Fig. 1: run 1, local utilization
The die is cut into 16 by 16 equal tiles; black is low, pale yellow is high, 0 to 100% covered.
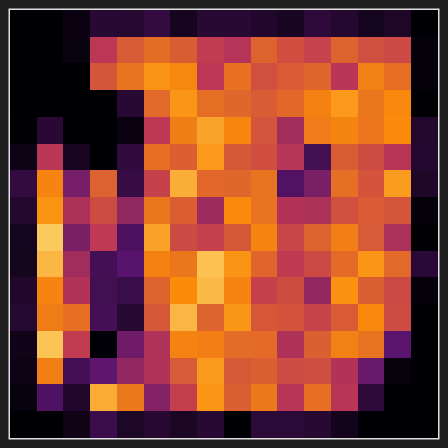
Fig. 2: run 1, placed cells, one colour a class
The bar under the picture is 50 um long. Fill, decap, tap and diode cells in grey.
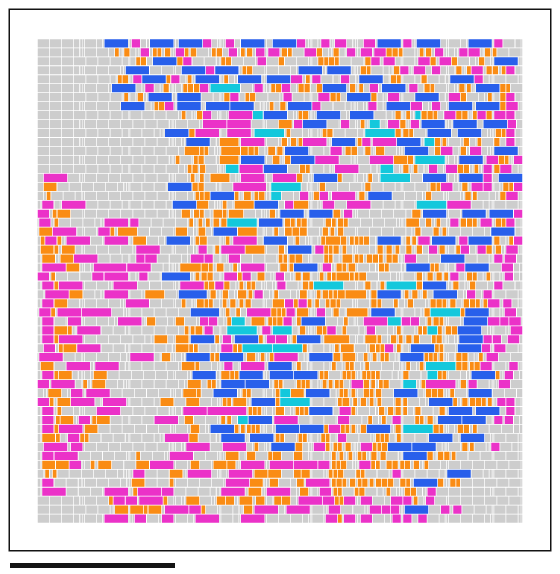
Fig. 3: run 1, congestion heat map
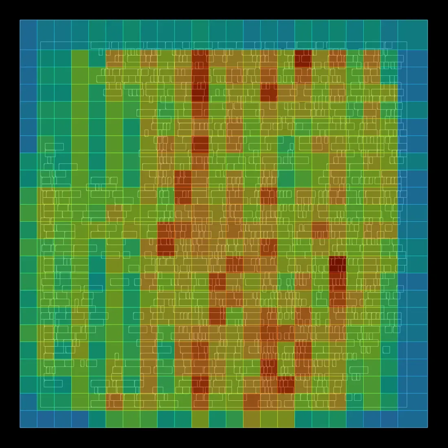
$ cat src/rtl/imem_fetch_ctrl.sv
`default_nettype none
// ============================================================================
// Module   : imem_fetch_ctrl
// Brief    : Instruction-fetch sequencer: owns the PC, arbitrates IMEM between
//            the boot loader and fetch, and registers instruction/PC to decode.
// Revision : 1.0 - initial release
// ============================================================================
module imem_fetch_ctrl #(
    parameter logic [31:0] START_ADDR = 32'h0040_0000,
    parameter int          DEPTH      = 64
) (
    input  logic        clk,
    input  logic        rst,
    input  logic        load_en,
    input  logic        load_valid,
    input  logic [31:0] load_data,
    output logic        load_ready,
    input  logic        start,
    input  logic        stall,
    input  logic        redirect_valid,
    input  logic [31:0] redirect_pc,
    input  logic        halt,
    output logic [31:0] imem_pc,
    output logic        imem_we,
    output logic [31:0] imem_wdata,
    input  logic [31:0] imem_instruction,
    output logic        if_valid,
    output logic [31:0] if_pc,
    output logic [31:0] if_instruction,
    output logic        fault,
    output logic [31:0] fault_pc,
    output logic [2:0]  state
);

    localparam int                CNT_W       = $clog2(DEPTH + 1);
    localparam logic [CNT_W-1:0]  c_DEPTH     = CNT_W'(DEPTH);
    localparam logic [CNT_W-1:0]  c_LAST_CNT  = CNT_W'(DEPTH - 1);
    localparam logic [31:0]       c_LAST_ADDR = START_ADDR + 32'(4 * (DEPTH - 1));

    typedef enum logic [2:0] {
        S_IDLE  = 3'd0,
        S_LOAD  = 3'd1,
        S_RUN   = 3'd2,
        S_HALT  = 3'd3,
        S_FAULT = 3'd4
    } state_t;

    state_t           r_state;
    state_t           w_state_nxt;
    logic [31:0]      r_pc, w_pc_nxt;
    logic [CNT_W-1:0] r_load_cnt, w_load_cnt_nxt;
    logic             r_if_valid, w_if_valid_nxt;
    logic [31:0]      r_if_pc, w_if_pc_nxt;
    logic [31:0]      r_if_instr, w_if_instr_nxt;
    logic             r_fault, w_fault_nxt;
    logic [31:0]      r_fault_pc, w_fault_pc_nxt;

    logic             w_load_ready;
    logic             w_accept;
    logic [31:0]      w_load_addr;
    logic             w_redir_ok;
    logic             w_pc_ok;

    assign w_load_ready = (r_state == S_LOAD) && (r_load_cnt < c_DEPTH);
    assign w_accept     = load_valid && w_load_ready;
    assign w_load_addr  = START_ADDR + {{(30 - CNT_W){1'b0}}, r_load_cnt, 2'b00};

    // Full 32-bit unsigned bounds: no wrap-around past the last IMEM word.
    assign w_redir_ok = (redirect_pc[1:0] == 2'b00) && (redirect_pc >= START_ADDR)
                        && (redirect_pc <= c_LAST_ADDR);
    assign w_pc_ok    = (r_pc >= START_ADDR) && (r_pc <= c_LAST_ADDR);

    always_comb begin
        w_state_nxt     = r_state;
        w_pc_nxt        = r_pc;
        w_load_cnt_nxt  = r_load_cnt;
        w_if_valid_nxt  = r_if_valid;
        w_if_pc_nxt     = r_if_pc;
        w_if_instr_nxt  = r_if_instr;
        w_fault_nxt     = r_fault;
        w_fault_pc_nxt  = r_fault_pc;

        case (r_state)
            S_IDLE: begin
                if (load_en) begin
                    w_state_nxt    = S_LOAD;
                    w_load_cnt_nxt = '0;
                end else if (start) begin
                    w_state_nxt = S_RUN;
                end
            end
            S_LOAD: begin
                if (w_accept) begin
                    w_load_cnt_nxt = r_load_cnt + 1'b1;
                end
                if (!load_en || (w_accept && (r_load_cnt == c_LAST_CNT))) begin
                    w_state_nxt = S_IDLE;
                    w_pc_nxt    = START_ADDR;
                end
            end
            S_RUN: begin
                if (halt) begin
                    w_state_nxt    = S_HALT;
                    w_if_valid_nxt = 1'b0;
                end else if (redirect_valid) begin
                    w_if_valid_nxt = 1'b0;
                    if (w_redir_ok) begin
                        w_pc_nxt = redirect_pc;
                    end else begin
                        w_state_nxt    = S_FAULT;
                        w_fault_nxt    = 1'b1;
                        w_fault_pc_nxt = redirect_pc;
                    end
                end else if (!stall) begin
                    // A sequential step past the last word faults on the next fetch.
                    if (w_pc_ok) begin
                        w_if_instr_nxt = imem_instruction;
                        w_if_pc_nxt    = r_pc;
                        w_if_valid_nxt = 1'b1;
                        w_pc_nxt       = r_pc + 32'd4;
                    end else begin
                        w_state_nxt    = S_FAULT;
                        w_if_valid_nxt = 1'b0;
                        w_fault_nxt    = 1'b1;
                        w_fault_pc_nxt = r_pc;
                    end
                end
            end
            S_HALT: begin
                w_if_valid_nxt = 1'b0;
                if (start) begin
                    w_state_nxt = S_RUN;
                end
            end
            S_FAULT: begin
                w_if_valid_nxt = 1'b0;
                w_fault_nxt    = 1'b1;
            end
            default: begin
                w_state_nxt = S_IDLE;
            end
        endcase
    end

    always_ff @(posedge clk) begin
        if (rst) begin
            r_state <= S_IDLE;
        end else begin
            r_state <= w_state_nxt;
        end
    end

    always_ff @(posedge clk) begin
        if (rst) begin
            r_pc       <= START_ADDR;
            r_load_cnt <= '0;
            r_if_valid <= 1'b0;
            r_if_pc    <= '0;
            r_if_instr <= '0;
            r_fault    <= 1'b0;
            r_fault_pc <= '0;
        end else begin
            r_pc       <= w_pc_nxt;
            r_load_cnt <= w_load_cnt_nxt;
            r_if_valid <= w_if_valid_nxt;
            r_if_pc    <= w_if_pc_nxt;
            r_if_instr <= w_if_instr_nxt;
            r_fault    <= w_fault_nxt;
            r_fault_pc <= w_fault_pc_nxt;
        end
    end

    assign load_ready     = w_load_ready;
    assign imem_pc        = (r_state == S_LOAD) ? w_load_addr : r_pc;
    assign imem_we        = w_accept;
    assign imem_wdata     = (r_state == S_LOAD) ? load_data : 32'd0;
    assign if_valid       = r_if_valid;
    assign if_pc          = r_if_pc;
    assign if_instruction = r_if_instr;
    assign fault          = r_fault;
    assign fault_pc       = r_fault_pc;
    assign state          = r_state;

endmodule
`default_nettype wire

$ cat config.mk
export PLATFORM = sky130hd
export DESIGN_NAME = imem_fetch_ctrl
export DESIGN_NICKNAME = d
export VERILOG_FILES = /design/src/rtl/imem_fetch_ctrl.sv
export SDC_FILE = /design/constraint.sdc
export NUM_CORES = 1
export LEC_CHECK = 0
export ABC_AREA = 1
export CORE_MARGIN = 8
export CORE_UTILIZATION = 29
export CTS_CLUSTER_SIZE = 25
export DETAILED_ROUTE_END_ITERATION = 16
export GPL_ROUTABILITY_DRIVEN = 0
export PLACE_DENSITY_LB_ADDON = 0.2
export SLEW_MARGIN = 20
export SYNTH_ARGS = -nofsm -noshare
export SYNTH_HDL_FRONTEND = slang
export SYNTH_SLANG_ARGS = --single-unit
$ cat constraint.sdc
create_clock -name clk -period 2.2 [get_ports clk]
set_input_delay 0.66 -clock clk [delete_from_list [all_inputs] [get_ports clk]]
set_output_delay 0.66 -clock clk [all_outputs]
set_load 0.1 [all_outputs]
==> results.cfg, run 1 <==
; physical design summary
[detailed_routing]
vias = 6625
ant_nets = 0
routedWlPerCell_um = 14.7
drc_errors = 0
via_per_inst = 4.36
drt_pre_antenna_iters = 4
drt_iter0_drc = 335
drt-total-wl_um = 22400

[cells_and_area]
synthToLayoutAreaGrowth_pct = 82.5
final_cells = 1520
final_nets = 1334
layout-drive-gt1-share_pct = 30.5
final_layout_top_logic_cell = inv_1
mostFrequentLayoutCells = inv_1 (176), dfxtp_1 (137), buf_4 (130)
insertedDiodeCount = 0

[timing]
slew_violations = 0
worst_pin_slew_ns = 0.570
clock.fmax_mhz = 428
hold-worst-slack_ns = 0.443
post-route-period-util_pct = 106
min_period_ns = 2.34
setup_violations = 65
timing.final.ws_setup_ns = -0.135
clock-skew-final_ns = 0.0219
slew_headroom_pct = 61.7
rsz0062_at_grt = yes
hold_viol = 0

[logic_synthesis]
netlist_area_mm2 = 0.00633
largest_area_cell = dfxtp_1
yosys-stat-cells = 933
netlist_top_cells_area = dfxtp_1 (44%), inv_1 (12%), nand2_1 (9.1%), o21ai_0 (8.0%), a21oi_1 (7.5%)
syn_nets = 1040
top_cell_area_share_pct = 44.2
ys_warn_count = 0
most_common_cell = inv_1
ys_ff = 140
async_reset_ff_share_pct = 0
edf_count = 0
top_cells_by_count = inv_1 (201), nand2_1 (153), dfxtp_1 (140), o21ai_0 (101), nor2_1 (100)
ys_seq_share_pct = 44.2
synth_chip_area_mm2 = 0.00633
synth.distinct_cells = 34
synthCells = 933
yosys_most_used_dff = dfxtp_1
syn_area_per_cell_um2 = 6.79

[die]
die_h_um = 164
io_pins = 271
die_area_mm2 = 0.0268
die_w_um = 164
fp-utilization_pct = 29.3

[power]
p_total_w = 0.00847
leakage_nw = 4.89
vdd_drop_max_mv = 0.529
p_per_area_mw_per_mm2 = 733

[setup_path]
crit_family = buffers and inverters
reg2reg_setup_slack_ns = 0.30
critPathLaunchType = register
r2r-end = r_pc[8]$_SDFFE_PP0P_
cp.buffers_inverters = 5
startpoint = state[2]$_SDFFE_PP0P_
ff2ff_path_depth = 12
path_cells = inv_4, nand3_4, buf_6, buf_6, buf_12, nand2_2, o21ai_4, buf_12
path_depth = 8
required_ns = 1.54
critPathMaxFanout = 7
crit_path_end_kind = output port
worstSetupEndpoint = imem_pc[3]
rr_startpoint = state[2]$_SDFFE_PP0P_
worst-endpoint-arrival_ns = 1.68
critPathKind = register to output port
crit_slowest_cell = dfxtp_4
max_stage_delay_ns = 0.35

[job]
tool_warnings = 31
max_cap_violations = 0

[worst_hold_path]
hold_depth = 2
hold_path_class = register to register
hold_start = if_instruction[26]$_SDFFE_PP0P_
min_to = if_instruction[26]$_SDFFE_PP0P_

[clock_tree]
htreeDepth = 4
root_buffer = clkbuf_16
cts_buffers = 17
numClockSinks = 140
clk_latency_ns = 0.43
cts_buffer_depth = 2
clkTransAtPathRegs_ns = 0.07
cts_tree = built

[place]
place_inst = 1471
place.detailed.hpwl_um = 17100
io_buffers = 270
place_ws_ns = -0.264

[run_status]
violations = setup timing
status = finished, violations left

[grt]
track_usage_pct = 16.3
antenna_found_initial = 0
grtUsageMet1_pct = 19.5
grt_max_degree = 57
grt_pass1_vias = 6372
grt_use_met2_pct = 26.3
grt_pass1_wl_um = 34400
grt_overflow = 0
## Picture notes: Fig. 1
nearly empty tiles: 13%
densest ninth of the die: centre
mean over tiles: 42%
emptiest ninth of the die: upper left
fullest tile: 89%
tiles over 75% full: 8.6%

## Picture notes: Fig. 2
legend:
  remaining buffers and delay cells:
    colour: magenta
    cells: 327
    share_of_their_area: 35%
  remaining logic cells:
    colour: orange
    cells: 741
    share_of_their_area: 35%
  sequential cells:
    colour: blue
    cells: 140
    share_of_their_area: 25%
  clock drivers and dummy loads:
    colour: cyan
    cells: 32
    share_of_their_area: 5.1%
final instance area: 0.0116 mm^2
row count: 54
Seq/total area: 24.3%
Layout Utilization: 53.5%
core area: 0.0216 mm^2

## Picture notes: Fig. 3
global routing's busiest layer: met2
met3 usage: 6.12%

[run 1: kinds of logic (layout without fill, tap and decap cells)]
group | Yosys count | count (layout) | synth area share, %
and+or+nand+nor | 318 | 318 | 21.3
buffers and inverters | 258 | 565 | 16.5
AOI/OAI and AO/OA | 213 | 213 | 17.2
DFF | 140 | 140 | 44.2
adders and majority gates | 3 | 3 | 0.593
xor gates and xnor gates | 1 | 1 | 0.138
[run 1: final cells by class]
class | count | area, um^2
Fill cell | 2068 | 10100
Timing Repair Buffer | 327 | 3900
Multi-Input combinational cell | 535 | 3050
Sequential cell | 140 | 2810
Inverter | 206 | 868
Clock buffer | 17 | 425
Tap cell | 280 | 350
Clock inverter | 15 | 148
[run 1: per-stage QoR]
| step | util (%) | cell area, um^2 | setup TNS (ns) |
|---|---|---|---|
| global route | 53.5 | 11600 | -7.03 |
| global placement | 48.8 | 10500 | -18.33 |
| floorplan | - | 6870 | -10.78 |
| finish | 53.5 | 11600 | -3.67 |
| CTS | 52.9 | 11400 | -5.43 |
| detailed placement | 48.8 | 10500 | -20.86 |
[run 1: timing repair]
item / CTS / global route
hold buffers: 0 / 0
setup buffers: 11 / 2
gates cloned: 2 / 3
gates resized: 49 / 13
setup endpoints to repair: 65 / 77
pin swaps: 5 / 3
[run 1: report_power, final]
| part | internal (W) | switching [W] |
|---|---|---|
| logic | 0.00109 | 0.00195 |
| clock network | 0.00151 | 0.00125 |
| registers | 0.00262 | 0.0000553 |
[run 1: sequential cells by signal (all words and copies together), names as in the netlist]
register,count
r_load_cnt,7
if_instruction,32
fault,1
if_pc,32
state,3
fault_pc,32
if_valid,1
r_pc,32
[run 1: per-layer routing]
layer / routed length, um / vias to the layer above
met1: 9340 / 2944
met2: 10600 / 201
met4: 380 / 0
met5: 0 / -
li1: - / 3457
met3: 2050 / 23
Fig. 4: run 1, signal wires by layer
The bar under the picture is 50 um long. Two of the layers only.
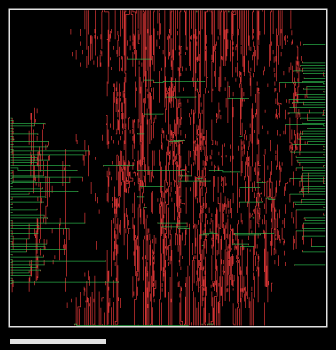

==> run 1 -> run 2 <==
--- a/config.mk
+++ b/config.mk
@@ -6,7 +6,8 @@
 export NUM_CORES = 1
 export LEC_CHECK = 0
 export ABC_AREA = 1
-export CORE_MARGIN = 8
+export ABC_CLOCK_PERIOD_IN_PS = 2200
+export CORE_MARGIN = 2
 export CORE_UTILIZATION = 29
 export CTS_CLUSTER_SIZE = 25
 export DETAILED_ROUTE_END_ITERATION = 16
Fig. 5: run 2, signal wires by layer
The bar under the picture is 50 um long. Two of the layers only.
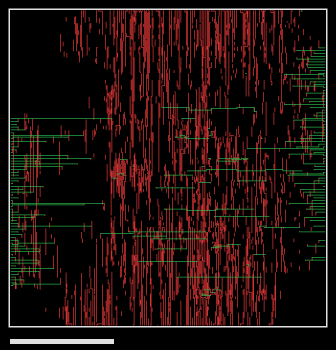
legend:
  M3:
    colour: green
    wire_length: 1,830 um
  M2:
    colour: red
    wire_length: 9,670 um
Vias: 6,668
final WL: 20,900 um
GRT Overall Usage: 17.8%

Fig. 6: run 2, local utilization
The die is cut into 15 by 15 equal tiles; black is low, pale yellow is high, 0 to 100% covered.
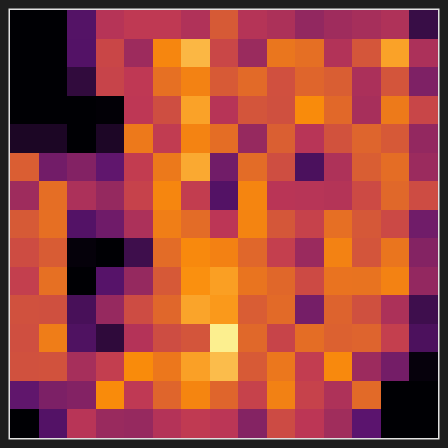
nearly empty tiles: 8.9%
emptiest ninth of the die: upper left
mean over tiles: 48%
fullest tile: 97%
tiles over 75% full: 4.9%

Fig. 7: run 2, where the registers sit
The bar under the picture is 50 um long. Other sequential cells in the stronger grey, the rest of the logic in the fainter grey.
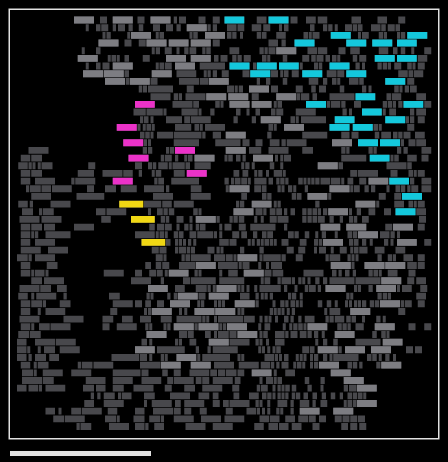
legend:
  if_instruction:
    colour: cyan
    sequential_cells: 32
    where: upper right
  r_load_cnt:
    colour: magenta
    sequential_cells: 7
  state:
    colour: yellow
    sequential_cells: 3

==> run 2 against run 1 <==
  * The flow still finishes with violations (setup timing)
  * Combinational power up 1%
  * Power up 0.55%
  * Clock power about the same
  * Wire length down 6.8%
  * Sequential power about the same
  * First-iteration DRC count up 23%
  * Clock skew down 0.0091 ns
  * Fmax up 2.3%
  * Global-route usage up 1.6 points
  * Flip-flop count unchanged
  * Die area down 14%
  * Critical path type unchanged
  * Critical endpoint is now imem_pc[31]
==> results.cfg, run 2 <==
; physical design summary
[timing]
hold_viol = 0
clock-skew-final_ns = 0.0129
timing.final.ws_setup_ns = -0.0822
setup_violations = 55
rsz0062_at_grt = yes
slew_violations = 0
clock.fmax_mhz = 438
tns_ns = -2.60
worst_pin_slew_ns = 0.408

[clock_tree]
clk_latency_ns = 0.43
postCtsHoldBufs = 0
numClockSinks = 140
htreeDepth = 4

[setup_path]
rr_startpoint = state[1]$_SDFFE_PP0P_
ff2ff_path_depth = 12
critPathMaxFanout = 10
r2r-end = r_pc[8]$_SDFFE_PP0P_
crit_path_end_kind = output port
worst-endpoint-arrival_ns = 1.62
critPathLaunchType = register
critPathKind = register to output port

[detailed_routing]
drt_pre_antenna_iters = 5
ant_nets = 0
via_per_inst = 4.38
top_layer = met4
wl_met3_um = 1830
drc_errors = 0
drt_iter0_drc = 411
drt-met1-wl_um = 9050

[place]
place_inst = 1472
place.detailed.hpwl_um = 15200
placed_area_mm2 = 0.0105
io_buffers = 270

[run_status]
violations = setup timing
status = finished, violations left

[grt]
grt_pass1_vias = 6091
grtUsageMet1_pct = 23.1
grt_use_met2_pct = 27.6
antenna_found_initial = 0
grt_overflow = 0
met3_usage_pct = 6.26

[logic_synthesis]
ys_warn_count = 0
top_cells_by_count = inv_1 (201), nand2_1 (153), dfxtp_1 (140), o21ai_0 (101), nor2_1 (100)
async_reset_ff_share_pct = 0
largest_area_cell = dfxtp_1
synth_chip_area_mm2 = 0.00633
yosys_most_used_dff = dfxtp_1
most_common_cell = inv_1
netlist_top_cells_area = dfxtp_1 (44%), inv_1 (12%), nand2_1 (9.1%), o21ai_0 (8.0%), a21oi_1 (7.5%)
ys_ff = 140
syn_nets = 1040
yosys-stat-cells = 933
netlist_area_mm2 = 0.00633

[die]
die_w_um = 152
io_pins = 271
placementRows = 54
fp-utilization_pct = 29.3
die_h_um = 152
core_area_mm2 = 0.0216

[worst_hold_path]
hold_depth = 2
min_to = if_instruction[31]$_SDFFE_PP0P_
hold_path_class = register to register

[power]
vdd_drop_max_mv = 0.479
p_per_area_mw_per_mm2 = 740
p_total_w = 0.00852

[cells_and_area]
layout-drive-gt1-share_pct = 30.5
synthToLayoutAreaGrowth_pct = 81.6
final_layout_top_logic_cell = inv_1
final_nets = 1337
final_cell_area_mm2 = 0.0115
fillCellCount = 2068
fin_util_pct = 53.2

[job]
max_cap_violations = 0
run 2: cell count changes in the layout (fill, tap and decap cells not counted), sizes merged:
cell / delta
buf: +4
bufbuf: -1
clkinv: +1
inv: -1
run 2: logic make-up after synthesis:
kind of cell             share of synthesized area [%]
flip-flops                                        44.2
adder cells (fa/ha/maj)                          0.593
buffers and inverters                             16.5
AND-OR/OR-AND                                     17.2
AND/OR/NAND/NOR                                   21.3
XOR/XNOR                                         0.138
run 2: cell type report:
type                            instances  area (um^2)  share of cell area [%]
Timing Repair Buffer                  330         3920                    34.0
Multi-Input combinational cell        535         2980                    25.9
Sequential cell                       140         2810                    24.5
Inverter                              206          868                    7.55
Clock buffer                           17          425                    3.70
Tap cell                              280          350                    3.04
Clock inverter                         15          150                    1.30
run 2: worst max-delay path: stages (launching register included):
cell and delay [ns]:
dfxtp_4 0.35, inv_4 0.06, nand3_4 0.10, buf_12 0.17, buf_16 0.16, nand2_4 0.07
clkinvlp_4 0.11, buf_12 0.18
run 2: report_power, final:
part | switching (W) | internal [W]
sequential | 0.0000544 | 0.00262
clock | 0.00125 | 0.00151
combinational | 0.00196 | 0.00112
run 2: how the worst max path moves through the flow:
stage,start,cells past startpoint,end,slack (ns)
6_report,state[1]$_SDFFE_PP0P_,7,imem_pc[31],-0.08
5_1_grt,state[1]$_SDFFE_PP0P_,7,imem_pc[27],-0.15
4_1_cts,state[1]$_SDFFE_PP0P_,6,imem_wdata[10],-0.12
3_5_place_dp,redirect_pc[19],11,fault_pc[13]$_SDFFE_PP0P_,-0.24
3_3_place_gp,redirect_valid,10,if_instruction[2]$_SDFFE_PP0P_,-0.20
2_1_floorplan,state[0]$_SDFFE_PP0P_,5,imem_pc[8],-0.26
Power figures rest on the tool's default switching activity, not on a simulated workload.
